`src/rtl/hex_ascii_fmt.sv`:
```
// hex_ascii_fmt: turns a binary value of up to MAX_BYTES bytes into lowercase
// ASCII hex characters, most-significant nibble first, with an optional line
// feed at the end. The output is a byte stream with a valid/ready handshake
// that feeds the UART TX byte input.
//
// state | meaning
// ------+-------------------------------------------------------------
// IDLE  | waiting for a request; in_ready=1, out_valid=0
// HEX   | presenting hex digits; cnt = digits still to be handshaken
// EOL   | presenting the trailing line feed (only when ADD_LF=1)

module hex_ascii_fmt #(
    parameter int MAX_BYTES = 16,
    parameter int ADD_LF    = 1,
    parameter int LEN_W     = $clog2(MAX_BYTES + 1)
) (
    input  logic                   clk,
    input  logic                   rst,
    input  logic                   in_valid,
    output logic                   in_ready,
    input  logic [8*MAX_BYTES-1:0] in_data,
    input  logic [LEN_W-1:0]       in_len,
    output logic                   out_valid,
    input  logic                   out_ready,
    output logic [7:0]             out_byte,
    output logic                   busy
);

    localparam int W    = 8 * MAX_BYTES;
    localparam int SH_W = $clog2(W + 1);

    typedef enum logic [1:0] {
        IDLE,
        HEX,
        EOL
    } state_t;

    state_t           state_q, state_d;
    logic [W-1:0]     sr_q, sr_d;
    logic [LEN_W:0]   cnt_q, cnt_d;
    logic             out_valid_q, out_valid_d;
    logic [7:0]       out_byte_q, out_byte_d;

    logic [LEN_W-1:0] len_clamp;
    logic [SH_W-1:0]  shamt;
    logic [W-1:0]     aligned;
    logic [W-1:0]     sr_next;

    // Lowercase ASCII for one nibble: '0'..'9' then 'a'..'f'.
    function automatic logic [7:0] hex_char(input logic [3:0] n);
        return (n < 4'd10) ? (8'h30 + {4'h0, n}) : (8'h57 + {4'h0, n});
    endfunction

    // Clamp the length and left-align the printed bytes at the top of the
    // shift register so the first digit is always sr[W-1:W-4]. A length of
    // zero shifts by the full width and leaves the register clear.
    always_comb begin
        len_clamp = (in_len > LEN_W'(MAX_BYTES)) ? LEN_W'(MAX_BYTES) : in_len;
        shamt     = SH_W'(W) - SH_W'({len_clamp, 3'b000});
        aligned   = in_data << shamt;
        sr_next   = sr_q << 4;
    end

    // Next-state logic. Characters are computed one cycle ahead into the
    // out_byte register so the output never depends combinationally on
    // out_ready, and a handshake immediately loads the following character.
    always_comb begin
        state_d     = state_q;
        sr_d        = sr_q;
        cnt_d       = cnt_q;
        out_valid_d = out_valid_q;
        out_byte_d  = out_byte_q;
        case (state_q)
            IDLE: begin
                if (in_valid) begin
                    sr_d  = aligned;
                    cnt_d = {len_clamp, 1'b0};
                    if (len_clamp != '0) begin
                        state_d     = HEX;
                        out_valid_d = 1'b1;
                        out_byte_d  = hex_char(aligned[W-1 -: 4]);
                    end else if (ADD_LF != 0) begin
                        state_d     = EOL;
                        out_valid_d = 1'b1;
                        out_byte_d  = 8'h0A;
                    end
                end
            end
            HEX: begin
                if (out_ready) begin
                    sr_d  = sr_next;
                    cnt_d = cnt_q - (LEN_W + 1)'(1);
                    if (cnt_q == (LEN_W + 1)'(1)) begin
                        if (ADD_LF != 0) begin
                            state_d    = EOL;
                            out_byte_d = 8'h0A;
                        end else begin
                            state_d     = IDLE;
                            out_valid_d = 1'b0;
                        end
                    end else begin
                        out_byte_d = hex_char(sr_next[W-1 -: 4]);
                    end
                end
            end
            EOL: begin
                if (out_ready) begin
                    state_d     = IDLE;
                    out_valid_d = 1'b0;
                end
            end
            default: begin
                state_d     = IDLE;
                out_valid_d = 1'b0;
            end
        endcase
    end

    // State and output registers; reset drops any partially printed value.
    always_ff @(posedge clk) begin
        if (rst) begin
            state_q     <= IDLE;
            sr_q        <= '0;
            cnt_q       <= '0;
            out_valid_q <= 1'b0;
            out_byte_q  <= 8'h00;
        end else begin
            state_q     <= state_d;
            sr_q        <= sr_d;
            cnt_q       <= cnt_d;
            out_valid_q <= out_valid_d;
            out_byte_q  <= out_byte_d;
        end
    end

    assign in_ready  = (state_q == IDLE);
    assign busy      = (state_q != IDLE);
    assign out_valid = out_valid_q;
    assign out_byte  = out_byte_q;

endmodule

```
`config.mk`:
```
export PLATFORM = sky130hd
export DESIGN_NAME = hex_ascii_fmt
export DESIGN_NICKNAME = d
export VERILOG_FILES = /design/src/rtl/hex_ascii_fmt.sv
export SDC_FILE = /design/constraint.sdc
export NUM_CORES = 1
export LEC_CHECK = 0
export CORE_ASPECT_RATIO = 0.6
export CORE_MARGIN = 5
export CORE_UTILIZATION = 40
export CTS_CLUSTER_SIZE = 28
export DETAILED_ROUTE_END_ITERATION = 8
export GPL_TIMING_DRIVEN = 0
export RECOVER_POWER = 50
export SETUP_SLACK_MARGIN = 0.5
export SYNTH_ARGS = -nofsm -noshare
export SYNTH_HDL_FRONTEND = slang
export SYNTH_SLANG_ARGS = --single-unit
```
`constraint.sdc`:
```
create_clock -name clk -period 12.3 [get_ports clk]
set_clock_uncertainty 0.05 [all_clocks]
set_input_delay 2.46 -clock clk [delete_from_list [all_inputs] [get_ports clk]]
set_output_delay 2.46 -clock clk [all_outputs]
set_load 0.005 [all_outputs]
```
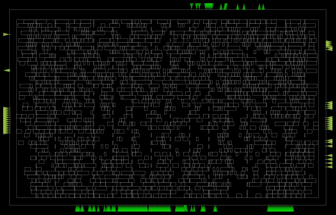
final_placement.png
seq_cells: 140
flop share of the area: 20.2%
row count: 47
Finished Layout Cells: 1938
# Taps: 367

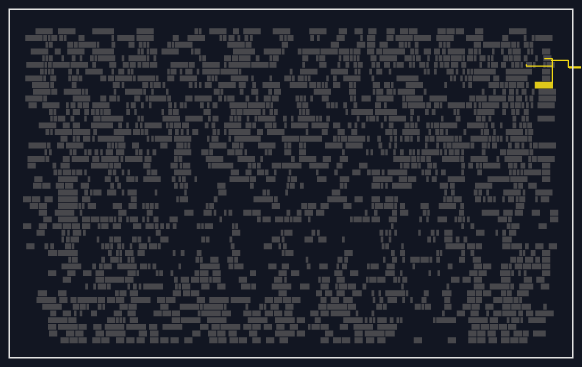
port_nets.png
| port | colour | bits | direction | end cells | buffers | wire |
|---|---|---|---|---|---|---|
| out_valid | yellow | 1 | output | 1 | 1 | 35.2 um |

==> flow_summary.yaml <==
# implementation run metrics
global_route:
  met3_usage_pct: 18.8
  use_met1_pct: 59.2
  grt_util_all_layers_pct: 40.5
  top_usage_layer: "met1"
  grt_remaining_overflow: 0
sta:
  fin_crit_ns: 10.28
  rsz0062_at_grt: "no"
  maxSlewViolCount: 11
  setup_tns_ns: 0
  max_freq_mhz: 97.3
  tightest_slew_ns: 1.74
synth:
  synth_top_area_share_pct: 24.7
  synth-seq-cells: 140
critical_path:
  slowest_delay_ns: 1.35
  r2r_cells: 9
  worstSetupPathType: "in2reg"
  start_kind: "input port"
  startpoint: "in_len[4]"
  end_kind: "flip-flop"
run_status:
  violations: "max-capacitance violations, max-slew violations"
  status: "finished, violations left"
clocking:
  cts_setup_buffers: 0
min_path:
  timing.hold.worst_path_depth: 2
  min_to: "out_byte[1]"
  hp-start: "out_byte[1]"
pwr:
  vdd_drop_max_mv: 0.113
flow_run:
  cap_viol_max_count: 1
drt:
  ant_nets: 0
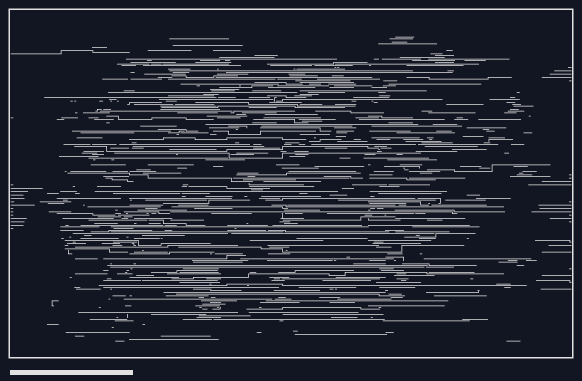
met3.png
Bar = 50 um.
nets with wire on the layer: 390
wire length on this layer: 10600 um

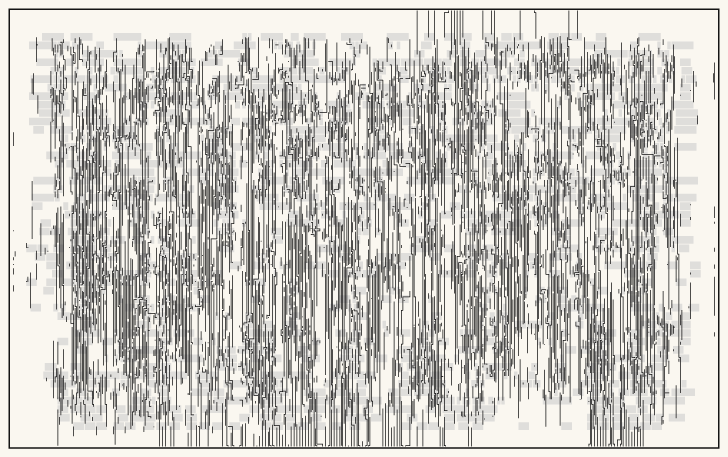
met2.png
Cells faint in the background.
share of all routed wire: 37%
wire length on this layer: 24.4 mm
final WL: 66.6 mm
met2 usage: 50.7%
DR vias: 13600

==> registers in the layout, summed over array words and instances, names as in the netlist <==
signal     cells
sr_q         124
out_byte       7
cnt_q          6
state_q        2
out_valid      1
==> metrics by stage <==
step	std cells	total power, mW	setup WS, ns	area [sq um]
finish	1938	1.98	2.02	13800
global route	1938	2.03	2.02	13800
CTS	1938	1.92	4.26	13900
detailed placement	1906	1.38	3.82	13300
global placement	1906	1.38	3.77	13300
floorplan	1394	1.02	6.42	11400
==> layout make-up <==
| cell class | count | area, sq um |
|---|---|---|
| buffer | 144 | 654 |
| clock buffer | 19 | 443 |
| clock inverter | 13 | 165 |
| fill | 2787 | 13900 |
| inverter | 12 | 45.0 |
| multi-input combinational | 1098 | 7820 |
| sequential | 140 | 2800 |
| tap | 367 | 459 |
| timing repair buffer | 145 | 1450 |
==> logic make-up after synthesis <==
family	count (synthesis)	synth area share, %
simple gates	510	20.2
compound gates	350	21.5
mux	227	26.2
buf+inv	156	6.23
flops	140	24.7
fa+ha+maj	6	0.661
xor+xnor	4	0.540
other cells	1	0.0330
==> power by group <==
group          internal [mW]  switching (mW)  total [mW]
sequential             0.514          0.0402       0.554
clock                  0.326           0.224       0.550
combinational          0.283           0.588       0.872
total                   1.12           0.852        1.98
==> cells in the final DEF (no fill, tap or decap), drive strengths merged, types with 8 or more instances in the layout <==
cell and count:
nand2 182, dlygate4sd3 12, o211ai 30, a31oi 43, dfxtp 140, nand3 47, buf 44, mux2 30
clkbuf 119, nor4 8, a211oi 37, o2bb2ai 9, nor2 154, o22ai 8, a221oi 57, mux4 53
inv 15, a221o 10, a22oi 12, a2111oi 8, nor3 79, clkdlybuf4s50 133, o21ai 68, or3 12
mux2i 144, a21oi 45
No activity file was given, so power comes from the tool's default toggle rates.
